==> src/rtl/issue_scheduler.sv <==
// Issue scheduler for the 2-stage jericalla datapath: a small instruction FIFO that
// inserts NOP bubbles while a source register waits on an in-flight write.
module issue_scheduler #(
   parameter int          DEPTH      = 4,
   parameter logic [3:0]  NOP_OPCODE = 4'hF,
   parameter logic [15:0] WB_MASK    = 16'h7FFF
) (
   input  logic                     clk,
   input  logic                     rst,
   input  logic                     in_valid,
   input  logic [18:0]              in_instr,
   output logic                     in_ready,
   input  logic                     flush,
   output logic [18:0]              instruction,
   output logic                     issue_valid,
   output logic                     stall,
   output logic [$clog2(DEPTH):0]   fifo_count,
   output logic [15:0]              stall_count
);

   // state | meaning
   // EMPTY | FIFO empty (or just flushed): bubble on the datapath, stall = 0
   // ISSUE | head popped onto the datapath, issue_valid = 1
   // STALL | head waits on an in-flight write: bubble, stall = 1

   localparam int AW = $clog2(DEPTH);
   localparam int CW = AW + 1;
   localparam logic [18:0] NOP_INSTR = {NOP_OPCODE, 15'b0};

   // one bit per output flag so issue_valid/stall come straight from flops
   typedef enum logic [1:0] {
      EMPTY = 2'b00,
      ISSUE = 2'b01,
      STALL = 2'b10
   } state_t;

   state_t state, state_nxt;

   logic [18:0]   mem [DEPTH];
   logic [AW-1:0] wr_ptr, rd_ptr;
   logic [CW-1:0] count;
   logic          push, pop;
   logic [18:0]   head;
   logic [4:0]    head_src1, head_src2;

   logic [4:0]    sb0_dest, sb1_dest;
   logic          sb0_we, sb1_we;
   logic          hazard;

   logic [18:0]   instr_nxt;
   logic          we_nxt;

   assign in_ready   = (count < CW'(DEPTH)) && !flush;
   assign push       = in_valid && in_ready;
   assign fifo_count = count;

   assign head      = mem[rd_ptr];
   assign head_src1 = head[9:5];
   assign head_src2 = head[4:0];

   // slot0 is the instruction now on the datapath, slot1 the one before it
   assign hazard = (sb0_we && (sb0_dest == head_src1 || sb0_dest == head_src2)) ||
                   (sb1_we && (sb1_dest == head_src1 || sb1_dest == head_src2));

   assign issue_valid = (state == ISSUE);
   assign stall       = (state == STALL);

   always_ff @(posedge clk or posedge rst) begin
      if (rst) begin
         state       <= EMPTY;
         instruction <= NOP_INSTR;
      end else begin
         state       <= state_nxt;
         instruction <= instr_nxt;
      end
   end

   always_comb begin
      state_nxt = EMPTY;
      pop       = 1'b0;
      instr_nxt = NOP_INSTR;
      if (flush) begin
         state_nxt = EMPTY;
      end else if (count == '0) begin
         state_nxt = EMPTY;
      end else if (hazard) begin
         state_nxt = STALL;
      end else begin
         state_nxt = ISSUE;
         pop       = 1'b1;
         instr_nxt = head;
      end
      we_nxt = pop && WB_MASK[head[18:15]];
   end

   // storage needs no reset: entries are only read while count is non-zero
   always_ff @(posedge clk) begin
      if (push) begin
         mem[wr_ptr] <= in_instr;
      end
   end

   always_ff @(posedge clk or posedge rst) begin
      if (rst) begin
         wr_ptr <= '0;
         rd_ptr <= '0;
         count  <= '0;
      end else if (flush) begin
         wr_ptr <= '0;
         rd_ptr <= '0;
         count  <= '0;
      end else begin
         if (push) begin
            wr_ptr <= wr_ptr + AW'(1);
         end
         if (pop) begin
            rd_ptr <= rd_ptr + AW'(1);
         end
         if (push && !pop) begin
            count <= count + CW'(1);
         end else if (pop && !push) begin
            count <= count - CW'(1);
         end
      end
   end

   // keeps shifting through a flush so writes already issued are still honoured
   always_ff @(posedge clk or posedge rst) begin
      if (rst) begin
         sb0_dest <= '0;
         sb0_we   <= 1'b0;
         sb1_dest <= '0;
         sb1_we   <= 1'b0;
      end else begin
         sb0_dest <= instr_nxt[14:10];
         sb0_we   <= we_nxt;
         sb1_dest <= sb0_dest;
         sb1_we   <= sb0_we;
      end
   end

   always_ff @(posedge clk or posedge rst) begin
      if (rst) begin
         stall_count <= '0;
      end else if (state_nxt == STALL && stall_count != 16'hFFFF) begin
         stall_count <= stall_count + 16'd1;
      end
   end

endmodule

==> config.mk <==
export PLATFORM = sky130hd
export DESIGN_NAME = issue_scheduler
export DESIGN_NICKNAME = d
export VERILOG_FILES = /design/src/rtl/issue_scheduler.sv
export SDC_FILE = /design/constraint.sdc
export NUM_CORES = 1
export LEC_CHECK = 0
export CAP_MARGIN = 15
export CORE_ASPECT_RATIO = 0.75
export CORE_MARGIN = 2
export CORE_UTILIZATION = 40
export DETAILED_ROUTE_END_ITERATION = 16
export GPL_ROUTABILITY_DRIVEN = 1
export PLACE_DENSITY_LB_ADDON = 0.2
export SLEW_MARGIN = 5
export SYNTH_ARGS = -nofsm -noshare
export SYNTH_HDL_FRONTEND = slang
export SYNTH_SLANG_ARGS = --single-unit
==> constraint.sdc <==
create_clock -name clk -period 3.18 [get_ports clk]
set_input_delay 0.318 -clock clk [delete_from_list [all_inputs] [get_ports clk]]
set_output_delay 0.318 -clock clk [all_outputs]
set_load 0.02 [all_outputs]
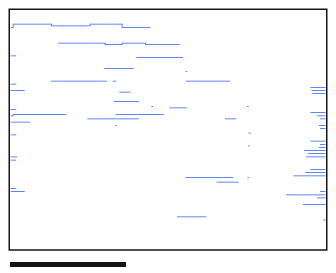
layer_met3.png
Bar = 50 um.
main direction: horizontal
longest straight run: 23.9 um
met3 layer usage reported by global route: 5.51%
final routed wirelength across all metal layers: 10300 um
via count: 2950

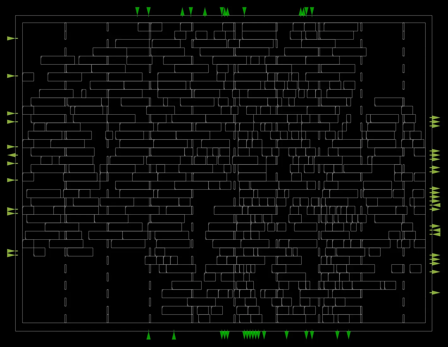
placement.png
post-route core utilization: 53.1%
non-filler cells, final: 605
Seq/total area: 52.2%
Placeable Area: 12900 sq um

==> metrics.log <==
[report] extracting results
[metrics] maximum vdd drop: 459 uV
[metrics] Finish-stage setup viols: 0
[metrics] WP data arrival: 3430 ps
[metrics] Switch Pwr: 0.00177 W
[metrics] growth of design area from synthesis to finish: 30.7%
[metrics] areal power density over the cells: 849 nW/um^2
[metrics] proportion of synthesized flip-flops having asynchronous set or reset: 40.2%
[metrics] minimum period implied by the final worst setup slack: 3100 ps
[metrics] largest registers ranked by flip-flop count: mem x76, stall_count x16, instruction x15
[metrics] critical path type: reg2reg
[metrics] outcome: complete, no violations
[metrics] group drawing the most power: sequential cells
[metrics] proportion of power drawn by flip-flops and latches: 38.2%
[metrics] HPWL after DPL: 6660 um
[metrics] vertical extent of the die: 103 um
[metrics] number of hold violations in the final report: 0
[metrics] cell area after synthesis: 5230 sq um
[metrics] path category of the worst min-delay check: in2async
[metrics] worst path required time: 3520 ps
[metrics] most instantiated library cell after synthesis: sky130_fd_sc_hd__edfxtp_1
[metrics] largest contributor to cell area by class: flip-flops and latches
[metrics] Avg Cell Area, Syn: 15.8 sq um
[metrics] GR Overflow Total: 0
[metrics] Chip Area: 14000 sq um
[metrics] layout buffer count excluding clock buffers: 84
[metrics] number of clock buffers in the layout: 26
[metrics] largest stage delay on the critical path: 550 ps
[metrics] startpoint kind of the worst setup timing path: flip-flop
[metrics] share of cell area taken by multi-input logic gates: 23.9%
[metrics] Critical Path End Type: flip-flop
[metrics] Antenna Diode Count: 0
[metrics] number of violations reported at the end of detailed-routing iteration 0: 187
[metrics] count of inserted tapcells: 171
[metrics] area figure in the yosys stat output: 5230 sq um
[metrics] fraction of the core area occupied by cells at floorplan: 40.6%
[metrics] number of warnings the tools reported: 29
[metrics] number of synthesized flops with an enable pin: 76
[metrics] combinational gate count: 177
[metrics] clock latency reported for the late side of the worst-skew pair: 410 ps
[metrics] Final non-clock buffer share: 12.0%
[metrics] total cells reported by yosys after synthesis: 330
[metrics] startpoint of the worst register-to-register path: rd_ptr[0]
[metrics] Post-Place Cell Area: 6160 sq um
[metrics] dominant delay contributor by cell family on the critical path: simple AND/OR/NAND/NOR gates
[metrics] number of unique standard cell types used by synthesis: 41
[metrics] number of buffers added by the clock tree synthesis step: 17
[metrics] proportion of layout cells with a drive suffix above 1: 21.4%
[metrics] worst-case setup margin in the final layout: 81.7 ps
[metrics] number of detailed-route iterations in the first pass: 4
[metrics] buffers and inverters on the worst path: 2
[metrics] global-route wire length before repair: 15900 um
[metrics] hold_buf cts: 0
[metrics] placed cell count: 569
[metrics] non-clock inverter count: 14
[metrics] Synth Flop Type: sky130_fd_sc_hd__edfxtp_1
[metrics] number of warning messages in the yosys log: 0
[metrics] vias per std cell: 4.88
[metrics] number of top-level design ports: 64
[metrics] TritonCTS clock tree: yes
[metrics] Mapped Nets: 359
[metrics] Pleak: 2.55 nW
[metrics] logic area: 1640 sq um
[metrics] post-detailed-route DRC marker count: 0
[metrics] cell with the largest stage delay on the worst path: sky130_fd_sc_hd__mux4_2
[metrics] count of mapped cells out of synthesis: 330
[metrics] flops out of synthesis: 127
[metrics] Std-Cell Rows: 36
[metrics] post-route worst hold slack: 408 ps
[metrics] clock sinks: 127
[metrics] post-CTS clock slew at the launch and capture registers of the worst setup and hold paths: 60 ps
[metrics] Power Sequential: 0.00222 W
[metrics] power consumption: 0.00580 W
[metrics] number of global-route vias before repair: 2886
[metrics] Max FO, Critical Path: 16
[metrics] number of instances resized during post-cts repair: 0
[metrics] Internal Power: 0.00404 W
[metrics] most common cell after layout, fill and taps aside: sky130_fd_sc_hd__edfxtp_1
[metrics] power dissipated in combinational cells: 0.00180 W
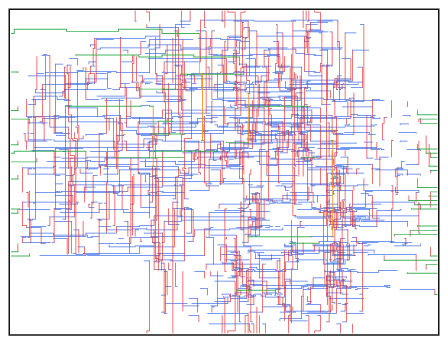
wires.png
[metal 2] red | wire length: 4610 um
[metal 4] orange | wire length: 100 um
[metal 3] green | wire length: 495 um
[metal 1] blue | wire length: 5130 um
wire per inst: 17.1 um
GRT Util Overall: 15.7%

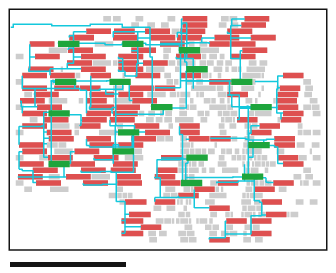
clk_routes.png
Bar = 50 um.
[flip-flops] red | count: 127
[clock drivers] green | count: 17
[clock wires] cyan | length: 1540 um
routed clock nets: 18
Max Clock Skew: 8.24 ps
part of the power in the clock network: 30.8%

==> cell families after synthesis <==
kind of cell	synth area share [%]
fa+ha+maj	1.58
xor+xnor	6.53
flops	68.2
buf+inv	2.18
mux	9.69
simple gates	10.1
compound gates	1.77
==> final timing paths <==
kind                                   endpoint  slack [ps]  cells after the start
worst max-delay path             stall_count[7]          80                     10
worst min-delay path            stall_count[14]         410                      3
worst max register to register   stall_count[7]          80                     10
worst min register to register           sb1_we         460                      0
max in group asynchronous             rd_ptr[0]        2310                      3
min in group clk                         sb1_we         460                      0
==> routing by layer <==
metal	global-route usage, %	vias to the layer above	wire [um]
met1	22.1	1472	5130
li1	-	1397	-
met2	22.9	70	4610
met3	5.51	11	495
met4	5.53	0	100
met5	0	-	0
Power and IR drop assume default switching activity.
